File: src/rtl/dpram_stream_reader.sv
// dpram_stream_reader: streams a contiguous block of RAM words out on a valid/ready port.
// A 2-entry skid FIFO absorbs the RAM's one-cycle registered read latency under backpressure.
module dpram_stream_reader #(
    parameter int VECTOR_LENGTH = 512,
    parameter int WORD_WIDTH = 32,
    localparam int ADDR_WIDTH = $clog2(VECTOR_LENGTH)
) (
    input  logic                  clk_i,
    input  logic                  rst_n_i,
    input  logic                  start_i,
    input  logic [ADDR_WIDTH-1:0] base_addr_i,
    input  logic [ADDR_WIDTH:0]   len_i,
    input  logic                  abort_i,
    output logic                  busy_o,
    output logic                  done_o,
    output logic                  rclke_o,
    output logic                  re_o,
    output logic [ADDR_WIDTH-1:0] raddr_o,
    input  logic [WORD_WIDTH-1:0] rdata_i,
    output logic [WORD_WIDTH-1:0] m_data_o,
    output logic                  m_valid_o,
    input  logic                  m_ready_i,
    output logic                  m_last_o
);
    typedef enum logic [1:0] {IDLE, RUN, DRAIN} state_t;
    localparam logic [ADDR_WIDTH:0] ONE = (ADDR_WIDTH+1)'(1);
    localparam logic [ADDR_WIDTH-1:0] TOP = ADDR_WIDTH'(VECTOR_LENGTH-1);
    state_t state_q, state_d;
    logic [ADDR_WIDTH-1:0] raddr_q;
    logic [ADDR_WIDTH:0] left_q, len_q, beats_q;
    logic [WORD_WIDTH-1:0] fifo_q [2];
    logic [1:0] count_q;
    logic wr_q, rd_q, inflight_q, done_q, done_d;
    logic pop, push, re, kill;
    logic [2:0] occ;
    assign pop = m_valid_o & m_ready_i;
    assign kill = abort_i & (state_q != IDLE);
    assign push = inflight_q & ~kill;
    assign occ = {1'b0, count_q} + {2'b0, inflight_q};
    // Counting the pop this cycle lets a read issue into the slot being freed.
    assign re = (state_q == RUN) & (occ < 3'd2 + {2'b0, pop});
    assign re_o = re;
    assign rclke_o = re;
    assign raddr_o = raddr_q;
    assign busy_o = state_q != IDLE;
    assign done_o = done_q;
    assign m_valid_o = count_q != 2'd0;
    assign m_data_o = fifo_q[rd_q];
    assign m_last_o = m_valid_o & (beats_q == len_q - ONE);
    always_ff @(posedge clk_i or negedge rst_n_i) begin
        if (!rst_n_i) begin
            state_q <= IDLE;
        end else begin
            state_q <= state_d;
        end
    end
    always_comb begin
        state_d = state_q;
        done_d = 1'b0;
        case (state_q)
            IDLE: begin
                state_d = (start_i && len_i != '0) ? RUN : IDLE;
                done_d = start_i && len_i == '0;
            end
            RUN: state_d = (re && left_q == ONE) ? DRAIN : RUN;
            DRAIN: begin
                state_d = (pop && m_last_o) ? IDLE : DRAIN;
                done_d = pop && m_last_o;
            end
            default: state_d = IDLE;
        endcase
        if (kill) begin
            state_d = IDLE;
            done_d = 1'b0;
        end
    end
    always_ff @(posedge clk_i or negedge rst_n_i) begin
        if (!rst_n_i) begin
            raddr_q <= '0;
            left_q <= '0;
            len_q <= '0;
            beats_q <= '0;
            fifo_q[0] <= '0;
            fifo_q[1] <= '0;
            count_q <= '0;
            wr_q <= 1'b0;
            rd_q <= 1'b0;
            inflight_q <= 1'b0;
            done_q <= 1'b0;
        end else begin
            done_q <= done_d;
            if (state_q == IDLE && start_i) begin
                raddr_q <= base_addr_i;
                left_q <= len_i;
                len_q <= len_i;
                beats_q <= '0;
            end
            if (kill) begin
                inflight_q <= 1'b0;
                count_q <= '0;
                wr_q <= 1'b0;
                rd_q <= 1'b0;
            end else begin
                inflight_q <= re;
                count_q <= count_q + {1'b0, push} - {1'b0, pop};
                if (re) begin
                    raddr_q <= (raddr_q == TOP) ? '0 : raddr_q + 1'b1;
                    left_q <= left_q - ONE;
                end
                if (push) begin
                    fifo_q[wr_q] <= rdata_i;
                    wr_q <= ~wr_q;
                end
                if (pop) begin
                    rd_q <= ~rd_q;
                    beats_q <= beats_q + ONE;
                end
            end
        end
    end
endmodule

File: config.mk
export PLATFORM = sky130hd
export DESIGN_NAME = dpram_stream_reader
export DESIGN_NICKNAME = d
export VERILOG_FILES = /design/src/rtl/dpram_stream_reader.sv
export SDC_FILE = /design/constraint.sdc
export NUM_CORES = 1
export LEC_CHECK = 0
export CORE_MARGIN = 1.5
export CORE_UTILIZATION = 57
export CTS_CLUSTER_DIAMETER = 60
export CTS_CLUSTER_SIZE = 30
export DETAILED_ROUTE_END_ITERATION = 6
export PLACE_DENSITY = 0.89
export SLEW_MARGIN = 5
export SYNTH_ARGS = -nofsm -noshare
export SYNTH_HDL_FRONTEND = slang
export SYNTH_SLANG_ARGS = --single-unit
File: constraint.sdc
create_clock -name clk_i -period 4.65 [get_ports clk_i]
set_input_delay 0.93 -clock clk_i [delete_from_list [all_inputs] [get_ports clk_i]]
set_output_delay 0.93 -clock clk_i [all_outputs]
set_load 0.005 [all_outputs]
==> summary.txt <==
yosys + openroad results -> status finished clean, number of OpenROAD warnings 27, Top pwr grp combinational cells, wire per inst approximately 18 um, FMAX approximately 260 MHz, CTS hold repair buffers 0, Synth area leader dfrtp_1, CTS tree built, Synth Seq Share 0.497, Final HPWL DP 9100 um, Psw 1.38 mW, Final GP Congestion between 0.8 and 0.9, P_int 2.83 mW, Synth Area in Compound Gates 0.0838, Slew Limit Fails 0, Final clock-cell share 0.0300, fin nets between 600 and 700, total wire length roughly 13000 um, RSZ-0062 raised after global routing false, Final Cell Area 0.00687 mm^2, Comb gate area 0.00262 mm^2, CTS Sinks between 100 and 150, Commonest cells post-synth dfrtp_1, mux2_2, nand2_1, GRT met2 Usage 0.438, number of stages on the worst setup path 8, Seq/total area 0.404, critical path startpoint category flop, terminus of the critical flop-to-flop path raddr_o[5], Post-Syn Area ~0.0056 mm^2, vias in the first global route between 4000 and 5000, Buf/Inv on CP 2, global-route wire length before repair between 20000 and 25000 um, post-route minimum period about 3.9 ns, largest net degree at the start of global routing around 83, Inverters 15, largest vdd supply drop 320 uV, Area after DPL 0.00667 mm^2, reg-to-reg slack, setup 2.34 ns, P_leak 2.95 nW, Crit path arrival time 2.94 ns, Signal buf overhead 0.154, Top cells by area dfrtp_1, mux2_2, nand2_1, Comb area share 0.381, initial antenna violation count 0, syn_area_per_cell ~11 um^2, 1st-pass router iterations 5, Root Buffer clkbuf_8, layout cells sized above 1 0.222, final hold vios 0, Combinational Gates 347, Top Layer Used met4, Die Size 0.0104 mm^2, post-place setup slack 1.19 ns, CP max-delay cell a2111oi_0, xor/xnor share 0.0251, depth of the most critical reg-to-reg path 9, number of port buffers about 100, slowest stage delay, CP around 0.60 ns, cell family with most CP delay AND-OR/OR-AND gates, yosys stat area around 0.0056 mm^2, seq_cells approximately 110, count of cell types in the netlist about 56, # IOs ~100, worst hold stages 1, layout clock buffer count 11, top-count cell post-synth dfrtp_1, Core Area 0.00937 mm^2, synth warn 0, Buffers, non-clock between 100 and 150, Rel. slew slack 0.317, met3 Use GR 0.0465, Simple-Gate Area Share 0.133, total power roughly 4.2 mW, GR Overflow Total 0, post-synthesis adder-cell area fraction 0.0224, Critical Path End m_last_o, CP Launch Point len_q[0], Worst-path clk slew 0.09 ns, setup ws final about 0.8 ns, post-layout util 0.734
## flip-flops by register name (all words and copies together), names as in the netlist
name and cells:
rd_q 1, len_q 10, raddr_o 9, wr_q 1, left_q 10, inflight_q 1
state_q 2, fifo_q 64, count_q 2, done_o 1, beats_q 10
## layout by cell type, fill, tap and decap left out, drive strengths merged, types with 2 or more instances in the layout
cell type and count:
o21ai 20, or3b 2, mux2i 6, nand2 58, o21a 4, nor3b 8
mux2 96, nor4 4, nor3 8, a31o 2, buf 6, a21oi 14
clkbuf 11, a221o 6, a31oi 5, nand4 7, nand4b 2, or2 4
nand3 8, and2 5, o22ai 6, clkdlybuf4s50 101, inv 15, xor2 7
ha 10, xnor2 9, or4 3, clkinv 2, dfrtp 111, o221a 3
nor2 28, and3 7
Figure 1. Sequential cells grouped by signal name.
Scale bar: 20 um. Other sequential cells in the stronger gray, the rest of the logic in the fainter gray.
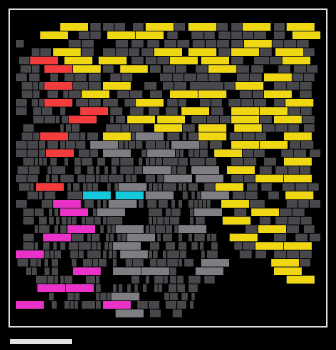
netlist name	color	sequential cells
`left_q`	magenta	10
`fifo_q`	yellow	64
`state_q`	cyan	2
`raddr_o`	red	9
not colored	26

Figure 2. Ports around the boundary.
Scale bar: 20 um. Pins as bars across the die edge, other pins in gray.
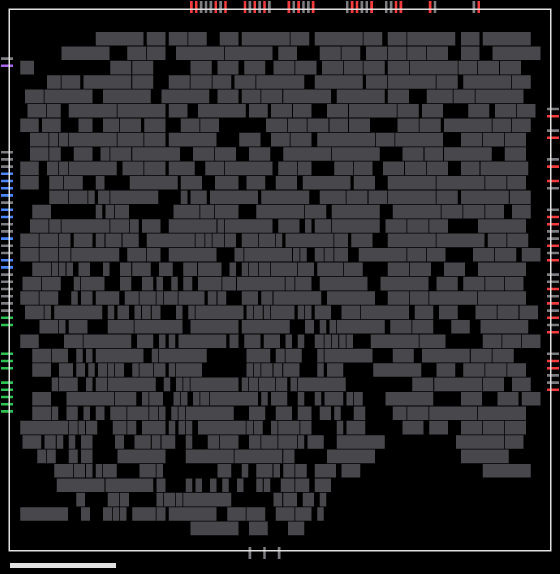
port	color	pins	direction	edge
`len_i`	green	10	input	left
`m_data_o`	red	32	output	17 top, 15 right
`raddr_o`	blue	9	output	left
`rst_n_i`	purple	1	input	left

Power is estimated from default activity; no workload was simulated.
